==> src/rtl/reg_file_pkg.sv <==
// Shared CPU datapath package: default sizes and the register-index width helper.
package reg_file_pkg;

    localparam int DATA_WIDTH = 16;
    localparam int REG_COUNT  = 8;

    function automatic int addrWidth(input int depth);
        return $clog2(depth);
    endfunction

endpackage

==> src/rtl/reg_file_rdport.sv <==
// One read port: output enable, hardwired-zero R0 and same-cycle write bypass.
module reg_file_rdport #(
    parameter int WIDTH   = 16,
    parameter int AW      = 3,
    parameter bit ZERO_R0 = 1'b1,
    parameter bit BYPASS  = 1'b1
) (
    input  logic             i_sel,
    input  logic [AW-1:0]    i_addr,
    input  logic [WIDTH-1:0] i_regData,
    input  logic             i_wrActive,
    input  logic [AW-1:0]    i_wrAddr,
    input  logic [WIDTH-1:0] i_bus,
    output logic [WIDTH-1:0] o_data
);

    logic w_isR0;
    logic w_bypassHit;

    assign w_isR0      = ZERO_R0 && (i_addr == '0);
    assign w_bypassHit = BYPASS && i_wrActive && (i_addr == i_wrAddr);

    // R0 wins over bypass so a dropped R0 write never leaks onto the port.
    always_comb begin
        o_data = '0;
        if (i_sel && !w_isR0) begin
            if (w_bypassHit) begin
                o_data = i_bus;
            end else begin
                o_data = i_regData;
            end
        end
    end

endmodule

==> src/rtl/reg_file.sv <==
// Parametrised register file: one synchronous write port, two combinational read ports.
module reg_file
    import reg_file_pkg::*;
#(
    parameter int WIDTH   = DATA_WIDTH,
    parameter int DEPTH   = REG_COUNT,
    parameter bit ZERO_R0 = 1'b1,
    parameter bit BYPASS  = 1'b1,
    localparam int AW     = addrWidth(DEPTH)
) (
    input  logic             clk,
    input  logic             rst,
    input  logic             en,
    input  logic [AW-1:0]    wrAddr,
    input  logic [WIDTH-1:0] bus,
    input  logic             selA,
    input  logic [AW-1:0]    addrA,
    input  logic             selB,
    input  logic [AW-1:0]    addrB,
    output logic [WIDTH-1:0] a,
    output logic [WIDTH-1:0] b,
    output logic [DEPTH-1:0] written
);

    logic [WIDTH-1:0] r_regs [DEPTH];
    logic [DEPTH-1:0] r_written;
    logic             w_wrActive;
    logic             w_wrAccepted;

    assign w_wrActive   = en && !rst;
    assign w_wrAccepted = en && !(ZERO_R0 && (wrAddr == '0));

    // Reset has priority, so a write presented in the reset cycle is discarded.
    always_ff @(posedge clk) begin
        if (rst) begin
            for (int i = 0; i < DEPTH; i++) begin
                r_regs[i] <= '0;
            end
            r_written <= '0;
        end else if (w_wrAccepted) begin
            r_regs[wrAddr]    <= bus;
            r_written[wrAddr] <= 1'b1;
        end
    end

    assign written = r_written;

    reg_file_rdport #(
        .WIDTH  (WIDTH),
        .AW     (AW),
        .ZERO_R0(ZERO_R0),
        .BYPASS (BYPASS)
    ) u_portA (
        .i_sel     (selA),
        .i_addr    (addrA),
        .i_regData (r_regs[addrA]),
        .i_wrActive(w_wrActive),
        .i_wrAddr  (wrAddr),
        .i_bus     (bus),
        .o_data    (a)
    );

    reg_file_rdport #(
        .WIDTH  (WIDTH),
        .AW     (AW),
        .ZERO_R0(ZERO_R0),
        .BYPASS (BYPASS)
    ) u_portB (
        .i_sel     (selB),
        .i_addr    (addrB),
        .i_regData (r_regs[addrB]),
        .i_wrActive(w_wrActive),
        .i_wrAddr  (wrAddr),
        .i_bus     (bus),
        .o_data    (b)
    );

endmodule

==> config.mk <==
export PLATFORM = sky130hd
export DESIGN_NAME = reg_file
export DESIGN_NICKNAME = d
export VERILOG_FILES = /design/src/rtl/reg_file_pkg.sv /design/src/rtl/reg_file_rdport.sv /design/src/rtl/reg_file.sv
export SDC_FILE = /design/constraint.sdc
export NUM_CORES = 1
export LEC_CHECK = 0
export ABC_AREA = 0
export CAP_MARGIN = 20
export CORE_ASPECT_RATIO = 1.75
export CORE_MARGIN = 2
export CORE_UTILIZATION = 40
export DETAILED_ROUTE_END_ITERATION = 6
export MAX_ROUTING_LAYER = met4
export PLACE_DENSITY = 0.64
export SLEW_MARGIN = 20
export SYNTH_ARGS = -nofsm -noshare
export SYNTH_HDL_FRONTEND = slang
export SYNTH_HIERARCHICAL = 1
export SYNTH_SLANG_ARGS = --single-unit
==> constraint.sdc <==
create_clock -name clk -period 4.5 [get_ports clk]
set_input_delay 0.675 -clock clk [delete_from_list [all_inputs] [get_ports clk]]
set_output_delay 0.675 -clock clk [all_outputs]
set_load 0.01 [all_outputs]
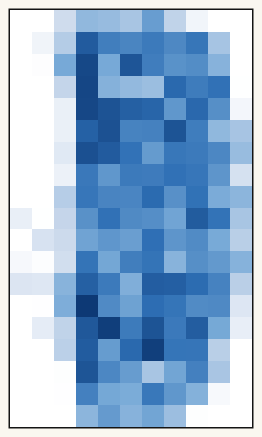
**Above:** local utilization.
11 x 19 tiles, from white (low) to dark blue (high), 0 to 100% covered.
- tiles over 75% full: 15%
- nearly empty tiles: 22%
- mean over tiles: 44%
- fullest tile: 97%
Finished Core Util: 0.4899
Core Region: 19,110 µm²
fp util: 0.4087

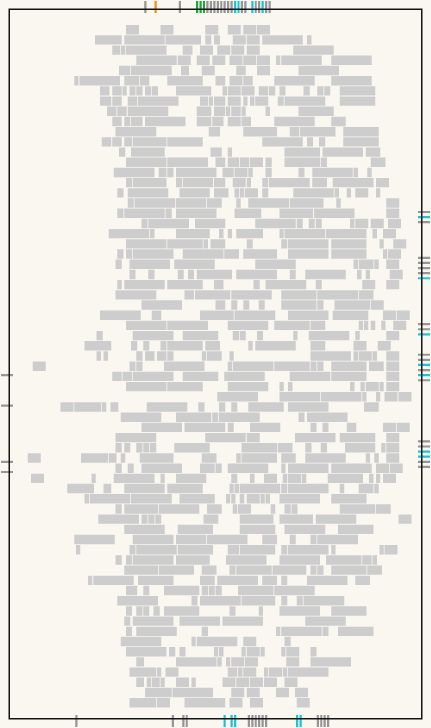
**Above:** I/O pins on the die edge.
Pins as bars across the die edge, other pins in gray.
- cyan: `bus` (pins 16; direction input; edge 7 east, 5 south, 4 north)
- green: `wrAddr` (pins 3; direction input; edge north)
- orange: `rst` (pins 1; direction input; edge north)
Die W: 109.6 µm
Port Buf Inserts: 69

==> results.json <==
{
  "ys.flops": 136,
  "power_leader": "clock",
  "seq-power_mw": 1.50,
  "hold_path_class": "reg2reg",
  "power_density_nw_per_um2": 375.6,
  "cts_hold_buf": 0,
  "min_period_ns": 3.767,
  "antenna_found_initial": 0,
  "irDropWorstVdd_mv": 0.1936,
  "cp-endpoint": "a[9]",
  "critPathRequiredTime_ns": 3.83,
  "grt_pass1_wl_mm": 31.29,
  "seqPwrFrac": 0.427,
  "ioPinCount": 70,
  "cts-resized-gates": 0,
  "final_common_cell": "edfxtp_1",
  "crit_chain": "clkdlybuf4s50_1 -> buf_4 -> xnor2_1 -> and4_1 -> buf_4 -> mux2i_1 -> clkdlybuf4s50_1",
  "leakage_nw": 3.214,
  "top_layer_used": "met4",
  "fp-row-count": 67,
  "seq_cells": 136,
  "whs_endpoint": "written[1]$_SDFFE_PP0P_",
  "syn_avg_cell_area_um2": 14.07,
  "yosys-stat-area_um2": 7811,
  "ys_cells": 555,
  "outcome": "finished, final reports clean",
  "critPathKind": "in2out",
  "worst_pin_slew_ns": 0.9626,
  "first_pass_iters": 5,
  "comb_area_um2": 3442,
  "mux_share": 0.2986,
  "top_register": "r_regs",
  "cpPeakStageDelay_ns": 0.61,
  "comb_power_share": 0.145,
  "drtIter0Drc": 313,
  "worstPathArrival_ns": 3.09,
  "final_cell_mix": "edfxtp_1 (128), nor3_1 (112), clkdlybuf4s50_1 (67)"
}
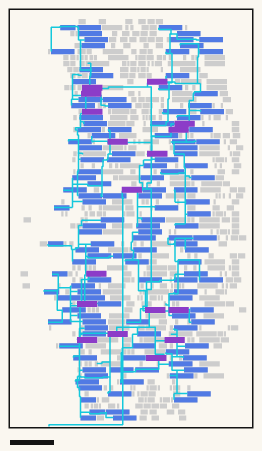
**Above:** routed clock nets over the placement.
The bar under the picture is 20 µm long.
- cyan: clock wires (length 1,730 µm)
- purple: clock-net drivers (count 17)
- blue: flip-flops (count 136)
- routed clock nets: 18
clock share of power: 0.428
Final Skew: 0 ns
Clock group: 1.51 mW

Power and IR drop assume default switching activity.
